--- src/rtl/fifo_sync_wd_if.sv ---
// Handshake bundle for fifo_sync_wd: control/data in, data/status out.
// master drives requests, slave is the FIFO.
interface fifo_sync_wd_if #(
   parameter int WIDTH = 8,
   parameter int DEPTH = 8
);
   localparam int CW = $clog2(DEPTH) + 1;

   logic             clr;
   logic             wr_en;
   logic [WIDTH-1:0] din;
   logic             rd_en;
   logic [WIDTH-1:0] dout;
   logic             empty;
   logic             full;
   logic             almost_full;
   logic [CW-1:0]    count;
   logic             ovf;
   logic             udf;

   modport master (
      output clr, wr_en, din, rd_en,
      input  dout, empty, full, almost_full,
      input  count, ovf, udf
   );

   modport slave (
      input  clr, wr_en, din, rd_en,
      output dout, empty, full, almost_full,
      output count, ovf, udf
   );
endinterface

--- src/rtl/fifo_sync_wd.sv ---
// Synchronous FIFO with registered read data, level flags
// and sticky overflow/underflow error flags.
module fifo_sync_wd #(
   parameter int WIDTH     = 8,
   parameter int DEPTH     = 8,
   parameter int AFULL_LVL = DEPTH - 2
) (
   input logic            clk,
   input logic            rst,
   fifo_sync_wd_if.slave  bus
);
   localparam int AW = $clog2(DEPTH);
   localparam int CW = AW + 1;

   logic [WIDTH-1:0] mem [DEPTH];
   logic [AW-1:0]    wptr_q;
   logic [AW-1:0]    rptr_q;
   logic [CW-1:0]    count_q;
   logic [WIDTH-1:0] dout_q;
   logic             ovf_q;
   logic             udf_q;

   logic full_w;
   logic empty_w;
   logic wa;
   logic ra;

   assign full_w  = (count_q == CW'(DEPTH));
   assign empty_w = (count_q == '0);

   // A write into a full FIFO is fine when a read frees a slot.
   assign wa = bus.wr_en & (~full_w | bus.rd_en);
   assign ra = bus.rd_en & ~empty_w;

   always_ff @(posedge clk) begin
      if (wa && !bus.clr) begin
         mem[wptr_q] <= bus.din;
      end
   end

   always_ff @(posedge clk or posedge rst) begin
      if (rst) begin
         wptr_q  <= '0;
         rptr_q  <= '0;
         count_q <= '0;
         dout_q  <= '0;
         ovf_q   <= 1'b0;
         udf_q   <= 1'b0;
      end else if (bus.clr) begin
         wptr_q  <= '0;
         rptr_q  <= '0;
         count_q <= '0;
         ovf_q   <= 1'b0;
         udf_q   <= 1'b0;
      end else begin
         if (wa) begin
            wptr_q <= wptr_q + AW'(1);
         end
         if (ra) begin
            dout_q <= mem[rptr_q];
            rptr_q <= rptr_q + AW'(1);
         end
         count_q <= count_q + CW'(wa) - CW'(ra);
         if (bus.wr_en && !wa) begin
            ovf_q <= 1'b1;
         end
         if (bus.rd_en && empty_w) begin
            udf_q <= 1'b1;
         end
      end
   end

   assign bus.dout        = dout_q;
   assign bus.count       = count_q;
   assign bus.empty       = empty_w;
   assign bus.full        = full_w;
   assign bus.almost_full = (count_q >= CW'(AFULL_LVL));
   assign bus.ovf         = ovf_q;
   assign bus.udf         = udf_q;
endmodule

--- src/flat_wrapper.sv ---
// flat-port wrapper written by rule: the top's interface ports become plain ports
module fifo_sync_wd_flat 
#(
   parameter int WIDTH     = 8,
   parameter int DEPTH     = 8,
   parameter int AFULL_LVL = DEPTH - 2
)
  (clk, rst, bus_clr, bus_wr_en, bus_din, bus_rd_en, bus_dout, bus_empty, bus_full, bus_almost_full, bus_count, bus_ovf, bus_udf);
  fifo_sync_wd_if #(.WIDTH(WIDTH), .DEPTH(DEPTH)) bus_i ();
  input logic clk;
  input logic rst;
  input wire logic [$bits(bus_i.clr)-1:0] bus_clr;
  input wire logic [$bits(bus_i.wr_en)-1:0] bus_wr_en;
  input wire logic [$bits(bus_i.din)-1:0] bus_din;
  input wire logic [$bits(bus_i.rd_en)-1:0] bus_rd_en;
  output wire logic [$bits(bus_i.dout)-1:0] bus_dout;
  output wire logic [$bits(bus_i.empty)-1:0] bus_empty;
  output wire logic [$bits(bus_i.full)-1:0] bus_full;
  output wire logic [$bits(bus_i.almost_full)-1:0] bus_almost_full;
  output wire logic [$bits(bus_i.count)-1:0] bus_count;
  output wire logic [$bits(bus_i.ovf)-1:0] bus_ovf;
  output wire logic [$bits(bus_i.udf)-1:0] bus_udf;
  assign bus_i.clr = bus_clr;
  assign bus_i.wr_en = bus_wr_en;
  assign bus_i.din = bus_din;
  assign bus_i.rd_en = bus_rd_en;
  assign bus_dout = bus_i.dout;
  assign bus_empty = bus_i.empty;
  assign bus_full = bus_i.full;
  assign bus_almost_full = bus_i.almost_full;
  assign bus_count = bus_i.count;
  assign bus_ovf = bus_i.ovf;
  assign bus_udf = bus_i.udf;
  fifo_sync_wd #(.WIDTH(WIDTH), .DEPTH(DEPTH), .AFULL_LVL(AFULL_LVL)) u_core (.clk(clk), .rst(rst), .bus(bus_i));
endmodule
--- config.mk ---
export PLATFORM = sky130hd
export DESIGN_NAME = fifo_sync_wd_flat
export DESIGN_NICKNAME = d
export VERILOG_FILES = /design/src/rtl/fifo_sync_wd_if.sv /design/src/rtl/fifo_sync_wd.sv /design/src/flat_wrapper.sv
export SDC_FILE = /design/constraint.sdc
export NUM_CORES = 1
export LEC_CHECK = 0
export CORE_ASPECT_RATIO = 1.25
export CORE_MARGIN = 2
export CORE_UTILIZATION = 30
export CTS_CLUSTER_DIAMETER = 200
export DETAILED_ROUTE_END_ITERATION = 12
export PLACE_DENSITY_LB_ADDON = 0.1
export RECOVER_POWER = 50
export SYNTH_ARGS = -nofsm -noshare
export SYNTH_HDL_FRONTEND = slang
export SYNTH_SLANG_ARGS = --single-unit
export TNS_END_PERCENT = 50
--- constraint.sdc ---
create_clock -name clk -period 3.1 [get_ports clk]
set_input_delay 0.93 -clock clk [delete_from_list [all_inputs] [get_ports clk]]
set_output_delay 0.93 -clock clk [all_outputs]
set_load 0.03 [all_outputs]
==> reports/metrics.cfg <==
[status]
status = finished clean

[final_timing]
post-route-min-period_ps = 2840
fin_skew_ps = 7.87
fin_crit_sh = 0.915
max-slew-margin-rel = 0.385

[critical_path]
crit_path_end_kind = output pin
timing.rr.start = u_core.bus.count[2]
required_ps = 2170

[finish]
finalNetCount = 308
final-seq-area_um2 = 2420
largest_class = flip-flops and latches
fillCellCount = 1118
logic_gates = 128
clkCellAreaFrac = 0.0631
bufAreaShareNonClock = 0.0963

[logic_synthesis]
largest_area_cell = edfxtp_1
edf_count = 64
yosys_area_um2 = 3550
synth_seq_share = 0.682
yosysTopAreaCellShare = 0.541
synth.distinct_cells = 34
topCellsByArea = edfxtp_1, dfrtp_1, mux2i_1, a22oi_1, ha_1

[hold_path]
hold_class = reg2reg

[die]
ios = 30
nWellTaps = 138
die_h_um = 126

[clock_tree]
hold_buffers = 0

[route]
ant_nets = 0

## kinds of logic (layout without fill, tap and decap cells)
family / count (synthesis) / count (layout) / share of synthesized area
compound gates: 30 / 30 / 0.0630
xor+xnor: 6 / 6 / 0.0148
fa+ha+maj: 9 / 9 / 0.0338
buf+inv: 26 / 79 / 0.0356
flops: 84 / 84 / 0.682
mux: 33 / 33 / 0.0930
simple gates: 50 / 50 / 0.0782
## metal layers
layer  GRT usage  vias to the layer above  wire (um)
met1       0.171                      987       3410
met5           0                        -          0
met3      0.0300                       12        299
met2       0.211                       36       3900
li1            -                      962          -
met4      0.0596                        0        165
## where the power goes
group          total [mW]  switching, mW  internal (mW)
registers            1.40         0.0736           1.33
clock network       0.988          0.404          0.584
logic                1.10          0.627          0.471
total                3.49           1.10           2.38
==> images/gate_families.png <==
Scale: 4 px per um.
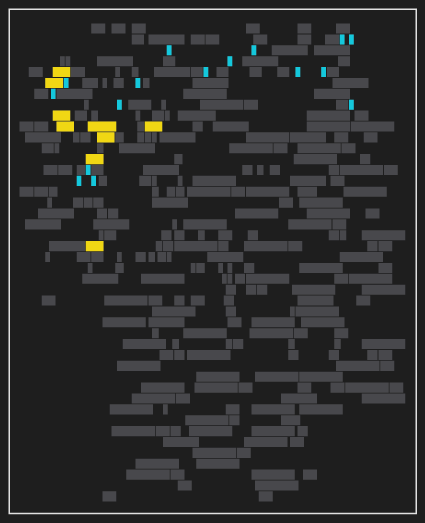
Key: yellow = adder and majority cells [cells 9, most used ha_1, where north-west]; cyan = inverters [cells 16, most used inv_1]
post-route insts no fill: 429
logic share of the area: 0.229
Top cell excl fill/tap: edfxtp_1

==> images/final_congestion.png <==
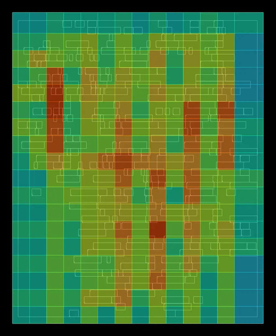
wire per inst: 18.1 um
GR Util met3: 0.0300
met1 Resource Use GR: 0.171
GRT busiest layer: met2

==> images/met3.png <==
Scale: 2 px per um.
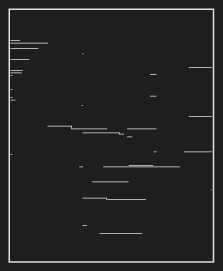
21 nets have wire on it. The longest straight run is 38.2 um. The wires run mostly horizontal. The layer holds 3.9% of the routed length. The layer carries 299 um of wire.
WL final: 7770 um
via count: 1,997

==> images/drive_strength.png <==
Scale: 4 px per um.
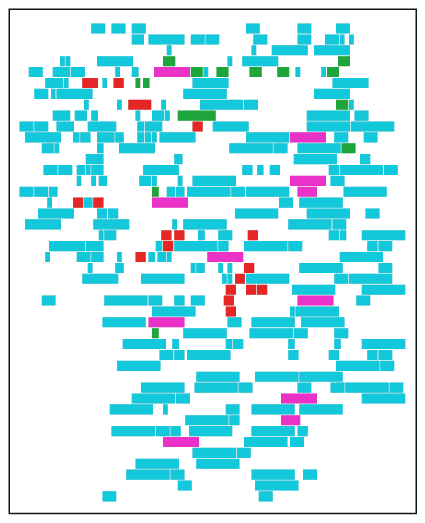
Key: red = drive 3 to 4 [cells 18, share 6.2%, most used buf_4]; green = drive 2 [cells 14, share 4.8%, most used o21ai_2]; cyan = drive 1 or less [cells 248, share 85%, most used edfxtp_1]; magenta = drive 6 and up [cells 11, share 3.8%, most used clkbuf_16]
min setup slack post-route: 264 ps
nonclk buf count: 47
Syn-to-layout area delta: 22.2%

Power figures rest on the tool's default switching activity, not on a simulated workload.
